## config.mk

```make
export PLATFORM = sky130hd
export DESIGN_NAME = shift_reg_iter
export DESIGN_NICKNAME = d
export VERILOG_FILES = /design/src/rtl/shift_pkg.sv /design/src/rtl/shift_mask_gen.sv /design/src/rtl/shift_reg_iter.sv
export SDC_FILE = /design/constraint.sdc
export NUM_CORES = 1
export LEC_CHECK = 0
export CORE_MARGIN = 1
export CORE_UTILIZATION = 25
export CTS_CLUSTER_SIZE = 40
export DETAILED_ROUTE_END_ITERATION = 7
export PLACE_DENSITY = 0.42
export SLEW_MARGIN = 10
export SYNTH_ARGS = -nofsm -noshare
export SYNTH_HDL_FRONTEND = slang
export SYNTH_HIERARCHICAL = 1
export SYNTH_SLANG_ARGS = --single-unit
export TNS_END_PERCENT = 30
```

## constraint.sdc

```tcl
create_clock -name clk -period 6.85 [get_ports clk]
set_clock_uncertainty 0.2 [all_clocks]
set_input_delay 0.685 -clock clk [delete_from_list [all_inputs] [get_ports clk]]
set_output_delay 0.685 -clock clk [all_outputs]
set_load 0.05 [all_outputs]
```

## src/rtl/shift_pkg.sv

```systemverilog
`default_nettype none
// +--------------------------------------------------------------------+
// | shift_pkg : opcode/state types and chunk-size helper for shifter   |
// | Rev 1.0                                                            |
// +--------------------------------------------------------------------+
package shift_pkg;

  typedef enum logic [2:0] {
    OP_NOP  = 3'b000,
    OP_LOAD = 3'b001,
    OP_SLL  = 3'b010,
    OP_SRL  = 3'b011,
    OP_SRA  = 3'b100,
    OP_ROL  = 3'b101,
    OP_ROR  = 3'b110,
    OP_CLR  = 3'b111
  } op_e;

  typedef enum logic [0:0] {
    IDLE = 1'b0,
    BUSY = 1'b1
  } state_e;

  function automatic int chunk_len(input int rem, input int step);
    return (rem < step) ? rem : step;
  endfunction

endpackage
`default_nettype wire

```

## src/rtl/shift_mask_gen.sv

```systemverilog
`default_nettype none
// +--------------------------------------------------------------------+
// | shift_mask_gen : amount -> right-shift fill mask (top n bits set)  |
// | Rev 1.0                                                            |
// +--------------------------------------------------------------------+
module shift_mask_gen #(
  parameter int WIDTH = 16,
  localparam int SHW  = $clog2(WIDTH)
) (
  input  logic [SHW-1:0]   i_amt,
  output logic [WIDTH-1:0] o_mask
);

  // Bit i is filled when the shift reaches down to it: n >= WIDTH - i.
  for (genvar i = 0; i < WIDTH; i++) begin : g_bit
    localparam int unsigned c_THR = WIDTH - i;
    assign o_mask[i] = ({{(32-SHW){1'b0}}, i_amt} >= c_THR);
  end

endmodule
`default_nettype wire

```

## src/rtl/shift_reg_iter.sv

```systemverilog
`default_nettype none
// +--------------------------------------------------------------------+
// | shift_reg_iter : command-driven iterative shift/rotate register    |
// | Config macro: SHIFT_ROTATE_EN (enables ROL/ROR)   Rev 1.0          |
// +--------------------------------------------------------------------+
module shift_reg_iter
  import shift_pkg::*;
#(
  parameter int WIDTH = 16,
  parameter int STEP  = 4,
  localparam int SHW  = $clog2(WIDTH)
) (
  input  logic             clk,
  input  logic             rst_n,
  input  logic             cmd_valid,
  output logic             cmd_ready,
  input  logic [2:0]       cmd_op,
  input  logic [SHW-1:0]   cmd_amt,
  input  logic [WIDTH-1:0] load_data,
  output logic [WIDTH-1:0] dout,
  output logic             shout,
  output logic             busy,
  output logic             done,
  output logic             err
);

  state_e           r_state, w_state_nx;
  op_e              r_op, w_op_nx, w_cur_op;
  logic [SHW-1:0]   r_rem, w_rem_nx, w_cur_rem, w_chunk, w_hi_idx, w_lo_idx;
  logic [WIDTH-1:0] r_dout, w_dout_nx, w_mask, w_sll, w_srl, w_sra;
  logic             r_shout, w_shout_nx, r_done, w_done_nx, r_err, w_err_nx;
  logic             w_accept, w_active;

  assign cmd_ready = (r_state == IDLE) & rst_n;
  assign w_accept  = cmd_valid & cmd_ready;
  assign w_active  = w_accept | (r_state == BUSY);
  assign w_cur_op  = (r_state == BUSY) ? r_op  : op_e'(cmd_op);
  assign w_cur_rem = (r_state == BUSY) ? r_rem : cmd_amt;
  assign w_chunk   = SHW'(chunk_len(int'(w_cur_rem), STEP));

  shift_mask_gen #(.WIDTH(WIDTH)) u_mask (
    .i_amt  (w_chunk),
    .o_mask (w_mask)
  );

  assign w_sll    = r_dout << w_chunk;
  assign w_srl    = r_dout >> w_chunk;
  assign w_sra    = w_srl | (r_dout[WIDTH-1] ? w_mask : '0);
  // Index of the last bit to leave for a left / right move of w_chunk bits.
  assign w_hi_idx = SHW'(WIDTH - int'(w_chunk));
  assign w_lo_idx = w_chunk - SHW'(1);

`ifdef SHIFT_ROTATE_EN
  logic [WIDTH-1:0] w_rol, w_ror;
  assign w_rol = (r_dout << w_chunk) | (r_dout >> ((SHW+1)'(WIDTH) - {1'b0, w_chunk}));
  assign w_ror = (r_dout >> w_chunk) | (r_dout << ((SHW+1)'(WIDTH) - {1'b0, w_chunk}));
`endif

  always_comb begin
    w_state_nx = r_state;
    w_op_nx    = r_op;
    w_rem_nx   = r_rem;
    w_dout_nx  = r_dout;
    w_shout_nx = r_shout;
    w_done_nx  = 1'b0;
    w_err_nx   = 1'b0;
    if (w_active) begin
      w_op_nx = w_cur_op;
      case (w_cur_op)
        OP_NOP:  w_done_nx = 1'b1;
        OP_LOAD: begin w_dout_nx = load_data; w_done_nx = 1'b1; end
        OP_CLR:  begin w_dout_nx = '0;        w_done_nx = 1'b1; end
`ifndef SHIFT_ROTATE_EN
        OP_ROL, OP_ROR: begin w_done_nx = 1'b1; w_err_nx = 1'b1; end
`endif
        default: begin
          w_rem_nx = w_cur_rem - w_chunk;
          if (w_cur_rem != '0) begin
            case (w_cur_op)
              OP_SLL: begin w_dout_nx = w_sll; w_shout_nx = r_dout[w_hi_idx]; end
              OP_SRL: begin w_dout_nx = w_srl; w_shout_nx = r_dout[w_lo_idx]; end
              OP_SRA: begin w_dout_nx = w_sra; w_shout_nx = r_dout[w_lo_idx]; end
`ifdef SHIFT_ROTATE_EN
              OP_ROL: begin w_dout_nx = w_rol; w_shout_nx = r_dout[w_hi_idx]; end
              OP_ROR: begin w_dout_nx = w_ror; w_shout_nx = r_dout[w_lo_idx]; end
`endif
              default: ;
            endcase
          end
          if (w_rem_nx == '0) begin
            w_state_nx = IDLE;
            w_done_nx  = 1'b1;
          end else begin
            w_state_nx = BUSY;
          end
        end
      endcase
    end
  end

  always_ff @(posedge clk or negedge rst_n) begin
    if (!rst_n) begin
      r_state <= IDLE;
      r_op    <= OP_NOP;
      r_rem   <= '0;
      r_dout  <= '0;
      r_shout <= 1'b0;
      r_done  <= 1'b0;
      r_err   <= 1'b0;
    end else begin
      r_state <= w_state_nx;
      r_op    <= w_op_nx;
      r_rem   <= w_rem_nx;
      r_dout  <= w_dout_nx;
      r_shout <= w_shout_nx;
      r_done  <= w_done_nx;
      r_err   <= w_err_nx;
    end
  end

  assign dout  = r_dout;
  assign shout = r_shout;
  assign busy  = (r_state == BUSY);
  assign done  = r_done;
  assign err   = r_err;

endmodule
`default_nettype wire

```

==> images/placement_by_type.png <==
(3 px per um)
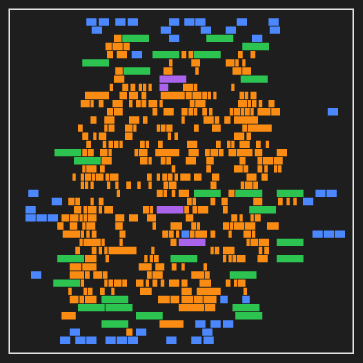
legend:
  orange:
    class: combinational and other logic
    cells: 338
    share_of_their_area: 65%
  blue:
    class: other buffers and delay cells
    cells: 49
    share_of_their_area: 14%
  green:
    class: flops
    cells: 27
    share_of_their_area: 19%
  purple:
    class: clock drivers and dummy loads
    cells: 4
    share_of_their_area: 2.4%
share of cell area taken by flip-flops and latches: 0.182
utilization after layout: 0.306
row count: 40
core footprint: 12200 um^2
final instance area: 3720 um^2

==> images/layer_met1.png <==
(4 px per um) Supply wires on this layer in grey. Cells faint in the background.
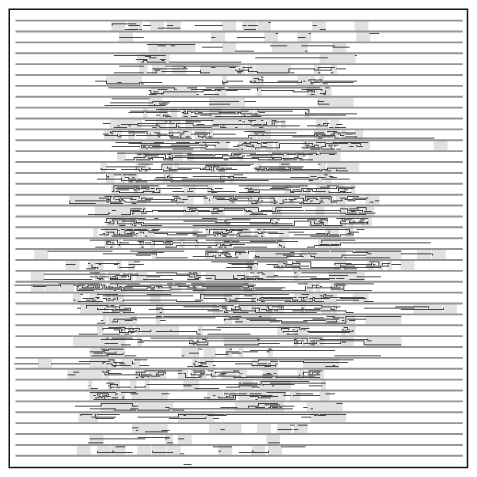
longest straight run: 39.1 um
main direction: horizontal
Total Wirelength: 12100 um
met1 capacity usage during global routing: 0.271

==> out/qor.yml <==
place:
  port-buffer-count: 46
  rd_place_congestion: 0.855
  dpl.cell_count: 582
critical_path:
  critical-path-top-delay-family: "AND-OR/OR-AND gates"
  worst_setup_path_endpoint: "dout[14]"
  timing.critical_path.from: "busy"
  crit_cells: 7
  endpoint_arrival_time_on_the_critical_path_ps: 3990
  critical_path.cell_chain: "or3b_1 > o31ai_2 > buf_4 > inv_2 > o221ai_4 > o21ai_2 > a311o_1"
  timing_worst_setup_path_type: "reg2reg"
  crit-reg2reg-capture: "dout[14]"
  critPathRequiredTime_ps: 6810
  critical_path.max_fanout: 36
synthesis:
  synth_top_cell_by_area: "sky130_fd_sc_hd__dfrtp_1"
  simple_gate_area_frac: 0.227
  yosysMostFrequentCell: "sky130_fd_sc_hd__nand2_1"
  post_synth_instance_area_um2: 3150
  yosys.stat.seqShare: 0.215
  synth.area.mux_share: 0.168
  post_synth_fa_ha_maj_area_fraction: 0.00796
  postSynthAreaPerCell_um2: 7.90
  main_logic_family_after_synthesis: "AND-OR/OR-AND gates"
  synthesis.instances: 398
  compound_area_frac: 0.290
  synth-area-yosys_um2: 3150
  postSynth.asyncResetShare: 1.00
clock_network:
  tritoncts: "built"
  cts_hold_buffers: 0
  clock_tree.buffer_depth: 2
  cts-root-buf: "sky130_fd_sc_hd__clkbuf_16"
  post_cts.repair.setup_buffers: 0
  ctsHtreeMaxLevel: 1
cells_and_area:
  syn_to_final_growth_pct: 18.1
  sequential_cell_area_um2: 676
  largest_register_ffs: 16
  area_share_clock_buf_inv: 0.0226
  signal_buffers: 49
  area_dominant_class: "combinational gates"
flow_run:
  drv.max_cap_violation_count: 0
  openroad.warnings: 26
timing:
  finalHoldViolCount: 0
  fin_setup_tns_ps: 0
  transition_at_the_pin_with_the_smallest_max_transition_slack_ps: 1080
  drv_slew: 0
worst_hold_path:
  hold_path.startpoint: "shout"
  hold_path_end: "shout"
status:
  result_of_the_run: "finished clean"
global_route:
  groute.layer.met3.usage: 0.0228
  grt_util_all_layers: 0.191
  grt_start_max_net_pins: 37
  global_route.usage.met2: 0.298
  grt_first_pass_wirelength_um: 18900
  busiest_metal_layer_after_global_routing: "met2"
route:
  detail_route.vias_per_cell: 5.60
  drt-pass1-iter-count: 5
  detailroute.wirelength.met3_um: 797
  number_of_remaining_drc_errors: 0
  detailroute.wirelength.met2_um: 5560
floorplanning:
  top_level_ports: 47
  chip_area_um2: 13000
==> images/placement.png <==
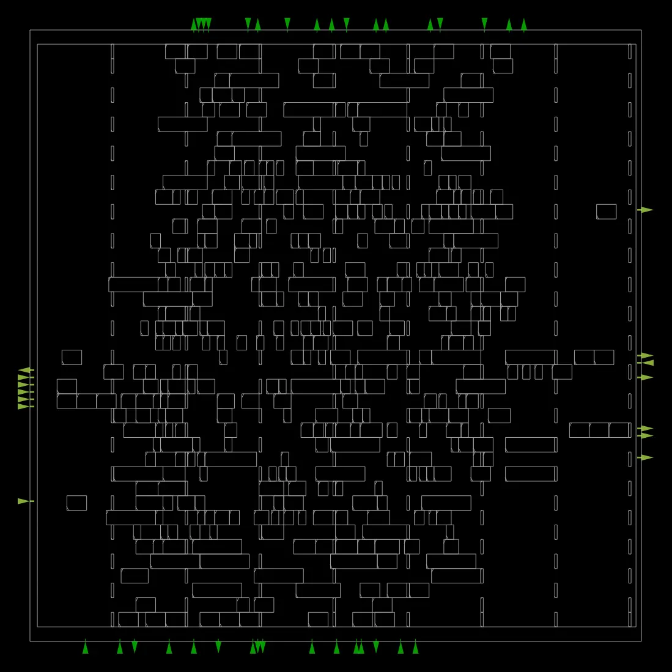
number of well taps: 168
Filler Cells Inserted: 1285
Finished Layout Cells: 586
number of sequential storage elements: 27

